==> run_1/drive_strength.png <==
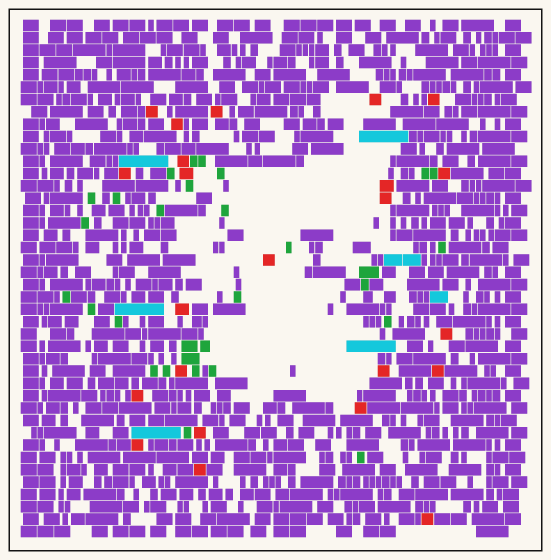
==> run_1/cell_classes.png <==
Fill, decap, tap and diode cells in gray.
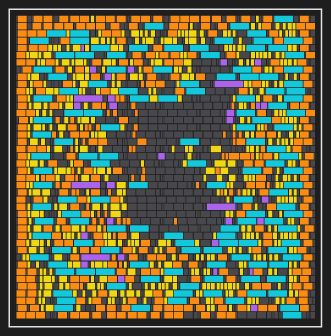
==> run_1/final_placement.png <==
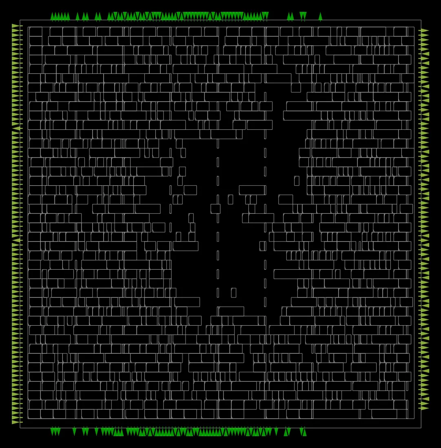
### config.mk
export PLATFORM = sky130hd
export DESIGN_NAME = data_mem_arbiter_flat
export DESIGN_NICKNAME = d
export VERILOG_FILES = /design/src/rtl/data_mem_arbiter_if.sv /design/src/rtl/data_mem_arbiter.sv /design/src/flat_wrapper.sv
export SDC_FILE = /design/constraint.sdc
export NUM_CORES = 1
export LEC_CHECK = 0
export ABC_CLOCK_PERIOD_IN_PS = 3300
export CORE_AREA = 2 2 115 117
export CTS_BUF_LIST = sky130_fd_sc_hd__clkbuf_4
export CTS_CLUSTER_DIAMETER = 60
export CTS_CLUSTER_SIZE = 24
export DETAILED_ROUTE_END_ITERATION = 8
export DIE_AREA = 0 0 117 119
export GPL_TIMING_DRIVEN = 0
export PLACE_DENSITY = 0.87
export RECOVER_POWER = 100
export SYNTH_ARGS = -nofsm -noshare
export SYNTH_HDL_FRONTEND = slang
export SYNTH_SLANG_ARGS = --single-unit
### constraint.sdc
create_clock -name clk -period 3.3 [get_ports clk]
set_clock_uncertainty 0.2 [all_clocks]
set_input_delay 0.66 -clock clk [delete_from_list [all_inputs] [get_ports clk]]
set_output_delay 0.66 -clock clk [all_outputs]
set_load 0.005 [all_outputs]
### src/rtl/data_mem_arbiter_if.sv
// Requester-side and memory-side signals of the two-master data memory arbiter.
// The arbiter uses the slave view; the requesters and memory side use the master view.
interface data_mem_arbiter_if #(
  parameter int DATA_WIDTH = 32,
  parameter int ADDR_WIDTH = 32
);
  logic                  m0_req;
  logic                  m1_req;
  logic                  m0_we;
  logic                  m1_we;
  logic [ADDR_WIDTH-1:0] m0_addr;
  logic [ADDR_WIDTH-1:0] m1_addr;
  logic [DATA_WIDTH-1:0] m0_wd;
  logic [DATA_WIDTH-1:0] m1_wd;
  logic                  m0_ack;
  logic                  m1_ack;
  logic [DATA_WIDTH-1:0] m0_rd;
  logic [DATA_WIDTH-1:0] m1_rd;
  logic                  mem_we;
  logic                  mem_re;
  logic [ADDR_WIDTH-1:0] mem_address;
  logic [DATA_WIDTH-1:0] mem_wd;
  logic [DATA_WIDTH-1:0] mem_rd;
  logic                  busy;
  logic                  gnt_id;

  modport slave (
    input  m0_req, m1_req, m0_we, m1_we, m0_addr, m1_addr, m0_wd, m1_wd, mem_rd,
    output m0_ack, m1_ack, m0_rd, m1_rd, mem_we, mem_re, mem_address, mem_wd,
           busy, gnt_id
  );

  modport master (
    output m0_req, m1_req, m0_we, m1_we, m0_addr, m1_addr, m0_wd, m1_wd, mem_rd,
    input  m0_ack, m1_ack, m0_rd, m1_rd, mem_we, mem_re, mem_address, mem_wd,
           busy, gnt_id
  );
endinterface

### src/rtl/data_mem_arbiter.sv
// Round-robin arbiter sharing one async-read/sync-write data memory between two masters.
// Each access runs IDLE -> ACCESS (memory cycle) -> RESP (one-cycle ack).
module data_mem_arbiter #(
  parameter int DATA_WIDTH = 32,
  parameter int ADDR_WIDTH = 32
) (
  input  logic              clk,
  input  logic              rst,
  data_mem_arbiter_if.slave bus
);
  typedef enum logic [1:0] {
    IDLE   = 2'd0,
    ACCESS = 2'd1,
    RESP   = 2'd2
  } state_t;

  state_t                r_state;
  state_t                w_state_next;
  logic                  r_last_grant;
  logic                  r_gnt_id;
  logic                  r_cmd_we;
  logic [ADDR_WIDTH-1:0] r_cmd_addr;
  logic [DATA_WIDTH-1:0] r_cmd_wd;
  logic [DATA_WIDTH-1:0] r_m0_rd;
  logic [DATA_WIDTH-1:0] r_m1_rd;
  logic                  w_grant;
  logic                  w_winner;
  logic                  w_winner_we;
  logic [ADDR_WIDTH-1:0] w_winner_addr;
  logic [DATA_WIDTH-1:0] w_winner_wd;

  // A lone requester wins outright; on a tie the master not granted last time wins.
  assign w_winner      = (bus.m0_req && bus.m1_req) ? ~r_last_grant : bus.m1_req;
  assign w_winner_we   = w_winner ? bus.m1_we   : bus.m0_we;
  assign w_winner_addr = w_winner ? bus.m1_addr : bus.m0_addr;
  assign w_winner_wd   = w_winner ? bus.m1_wd   : bus.m0_wd;

  always_ff @(posedge clk) begin
    if (rst) begin
      r_state <= IDLE;
    end else begin
      r_state <= w_state_next;
    end
  end

  always_comb begin
    w_state_next = r_state;
    w_grant      = 1'b0;
    bus.mem_we   = 1'b0;
    bus.mem_re   = 1'b0;
    bus.m0_ack   = 1'b0;
    bus.m1_ack   = 1'b0;
    case (r_state)
      IDLE: begin
        if (bus.m0_req || bus.m1_req) begin
          w_grant      = 1'b1;
          w_state_next = ACCESS;
        end
      end
      ACCESS: begin
        bus.mem_we   = r_cmd_we;
        bus.mem_re   = ~r_cmd_we;
        w_state_next = RESP;
      end
      RESP: begin
        bus.m0_ack   = ~r_gnt_id;
        bus.m1_ack   = r_gnt_id;
        w_state_next = IDLE;
      end
      default: w_state_next = IDLE;
    endcase
  end

  always_ff @(posedge clk) begin
    if (rst) begin
      r_last_grant <= 1'b1;
      r_gnt_id     <= 1'b0;
      r_cmd_we     <= 1'b0;
      r_cmd_addr   <= '0;
      r_cmd_wd     <= '0;
      r_m0_rd      <= '0;
      r_m1_rd      <= '0;
    end else begin
      if (w_grant) begin
        r_last_grant <= w_winner;
        r_gnt_id     <= w_winner;
        r_cmd_we     <= w_winner_we;
        r_cmd_addr   <= w_winner_addr;
        r_cmd_wd     <= w_winner_wd;
      end
      // Read data lands in the granted master's register; writes leave it untouched.
      if (r_state == ACCESS && !r_cmd_we) begin
        if (r_gnt_id) begin
          r_m1_rd <= bus.mem_rd;
        end else begin
          r_m0_rd <= bus.mem_rd;
        end
      end
    end
  end

  assign bus.mem_address = r_cmd_addr;
  assign bus.mem_wd      = r_cmd_wd;
  assign bus.m0_rd       = r_m0_rd;
  assign bus.m1_rd       = r_m1_rd;
  assign bus.busy        = (r_state != IDLE);
  assign bus.gnt_id      = r_gnt_id;
endmodule

### src/flat_wrapper.sv
// flat-port wrapper written by rule: the top's interface ports become plain ports
module data_mem_arbiter_flat 
#(
  parameter int DATA_WIDTH = 32,
  parameter int ADDR_WIDTH = 32
)
  (clk, rst, bus_m0_req, bus_m1_req, bus_m0_we, bus_m1_we, bus_m0_addr, bus_m1_addr, bus_m0_wd, bus_m1_wd, bus_mem_rd, bus_m0_ack, bus_m1_ack, bus_m0_rd, bus_m1_rd, bus_mem_we, bus_mem_re, bus_mem_address, bus_mem_wd, bus_busy, bus_gnt_id);
  data_mem_arbiter_if #(.DATA_WIDTH(DATA_WIDTH), .ADDR_WIDTH(ADDR_WIDTH)) bus_i ();
  input  logic clk;
  input  logic rst;
  input wire logic [$bits(bus_i.m0_req)-1:0] bus_m0_req;
  input wire logic [$bits(bus_i.m1_req)-1:0] bus_m1_req;
  input wire logic [$bits(bus_i.m0_we)-1:0] bus_m0_we;
  input wire logic [$bits(bus_i.m1_we)-1:0] bus_m1_we;
  input wire logic [$bits(bus_i.m0_addr)-1:0] bus_m0_addr;
  input wire logic [$bits(bus_i.m1_addr)-1:0] bus_m1_addr;
  input wire logic [$bits(bus_i.m0_wd)-1:0] bus_m0_wd;
  input wire logic [$bits(bus_i.m1_wd)-1:0] bus_m1_wd;
  input wire logic [$bits(bus_i.mem_rd)-1:0] bus_mem_rd;
  output wire logic [$bits(bus_i.m0_ack)-1:0] bus_m0_ack;
  output wire logic [$bits(bus_i.m1_ack)-1:0] bus_m1_ack;
  output wire logic [$bits(bus_i.m0_rd)-1:0] bus_m0_rd;
  output wire logic [$bits(bus_i.m1_rd)-1:0] bus_m1_rd;
  output wire logic [$bits(bus_i.mem_we)-1:0] bus_mem_we;
  output wire logic [$bits(bus_i.mem_re)-1:0] bus_mem_re;
  output wire logic [$bits(bus_i.mem_address)-1:0] bus_mem_address;
  output wire logic [$bits(bus_i.mem_wd)-1:0] bus_mem_wd;
  output wire logic [$bits(bus_i.busy)-1:0] bus_busy;
  output wire logic [$bits(bus_i.gnt_id)-1:0] bus_gnt_id;
  assign bus_i.m0_req = bus_m0_req;
  assign bus_i.m1_req = bus_m1_req;
  assign bus_i.m0_we = bus_m0_we;
  assign bus_i.m1_we = bus_m1_we;
  assign bus_i.m0_addr = bus_m0_addr;
  assign bus_i.m1_addr = bus_m1_addr;
  assign bus_i.m0_wd = bus_m0_wd;
  assign bus_i.m1_wd = bus_m1_wd;
  assign bus_i.mem_rd = bus_mem_rd;
  assign bus_m0_ack = bus_i.m0_ack;
  assign bus_m1_ack = bus_i.m1_ack;
  assign bus_m0_rd = bus_i.m0_rd;
  assign bus_m1_rd = bus_i.m1_rd;
  assign bus_mem_we = bus_i.mem_we;
  assign bus_mem_re = bus_i.mem_re;
  assign bus_mem_address = bus_i.mem_address;
  assign bus_mem_wd = bus_i.mem_wd;
  assign bus_busy = bus_i.busy;
  assign bus_gnt_id = bus_i.gnt_id;
  data_mem_arbiter #(.DATA_WIDTH(DATA_WIDTH), .ADDR_WIDTH(ADDR_WIDTH)) u_core (.clk(clk), .rst(rst), .bus(bus_i));
endmodule
==> flow_metrics.tcl <==
# yosys + openroad results
set metrics [dict create \
    yosysWarningCount 0 \
    gr-usage-met3_pct 10.6 \
    vias 6109 \
    clk_pin_slew_ns 0.11 \
    cts_root_buf "clkbuf_4" \
    p_seq_share_pct 45.2 \
    yosysSeqAreaShare_pct 50.0 \
    start_kind "flip-flop" \
    top_area_cell "dfxtp_1" \
    cts_buffer_depth 2 \
    worstHoldPathCells 2 \
    r2r_start "u_core.r_state[1]" \
    grt_setup_unrepaired "false" \
    dpl-instance-area_um2 8530 \
    cp_top_family "buffers and inverters" \
    drt_pass1_iterations 4 \
    wl_met3_mm 2.02 \
    ys_sh_aoi_pct 23.6 \
    h-tree-depth 4 \
    ys_ff 133 \
    fp_nets 841 \
    antenna_left 0 \
    dr_wl_met2_mm 9.55 \
    synthMostInstantiatedCell "nand2_1" \
    post-synth-top-area-fraction_pct 50.0 \
    drt_iter0_drc 299 \
    routed_wl_mm 18.9 \
    top_cells_by_area "dfxtp_1, nand2_1, a21oi_1" \
    startpoint "u_core.r_state[1]" \
    avgSynthCellArea_um2 7.90 \
    netlist_top_cells_count "nand2_1, dfxtp_1, a21oi_1, a311oi_1, buf_2" \
    status "finished, final reports clean" \
    period_needed_ns 2.92 \
    wire_per_inst_um 16.0 \
    grt_use_met2_pct 47.1 \
    ys_sh_simple_pct 20.4 \
    r2r-end "u_core.bus.mem_wd[24]" \
    synth_cell_types 26 \
    postCtsHoldBufs 0 \
    mi_logic_area_um2 2340 \
    drv_slew 0 \
    cap_viol_max_count 0 \
    edf_count 0 \
    crit_cells 3 \
    clockPowerShare_pct 32.5 \
    worst_pin_slew_ns 0.871 \
    ff_type "dfxtp_1" \
    hold_viol 0 \
    grt_use_met1_pct 27.6 \
    grt-ovfl-total 0 \
    cp_num_buf_inv 2 \
    rrSetupSlack_ns 0.80 \
]
Back to the opening pictures, drive_strength.png:
Key: green = drive 2 [cells 30, share 3.0%]; cyan = drive 6 and up [cells 8, share 0.80%]; red = drive 3 to 4 [cells 23, share 2.3%]; purple = drive 1 or less [cells 944, share 94%]
Non-clk bufs: 363
Final Cell Area: 8850 um2
setup ws final: 0.384 ns

Back to the opening pictures, cell_classes.png:
Key: purple = clock drivers and dummy loads [cells 32]; cyan = flops [cells 133]; yellow = all other logic [cells 477]; orange = other buffers and delay cells [cells 363]
fraction of area in registers: 30.1%
# rows: 42

Back to the opening pictures, final_placement.png:
# Taps: 176
floorplan core area: 12900 um2
flop count: 133
post-layout util: 68.7%
Filler cells: 1068

run 1: power groups by stage:
stage	Combinational [mW]	Sequential, mW	Clock, mW
detailed placement	0.940	1.84	0
global placement	0.928	1.84	0
floorplan	0.353	1.85	0
global route	0.964	1.82	1.39
CTS	0.944	1.81	1.32
finish	0.888	1.80	1.29
run 1: through the flow:
step	std cells	hold slack, ns
after detailed placement	1149	0.247
final	1181	0.258
after CTS	1181	0.262
after global routing	1181	0.276
after global placement	1149	0.240
after floorplan	675	0.253
run 1: area by class of cell:
type / count / area share, %
Timing Repair Buffer: 298 / 33.7
Sequential cell: 133 / 30.1
Multi-Input combinational cell: 475 / 26.4
Buffer: 65 / 3.34
Tap cell: 176 / 2.49
Clock inverter: 14 / 2.36
Clock buffer: 18 / 1.53
Inverter: 2 / 0.0848
Power figures rest on the tool's default switching activity, not on a simulated workload.
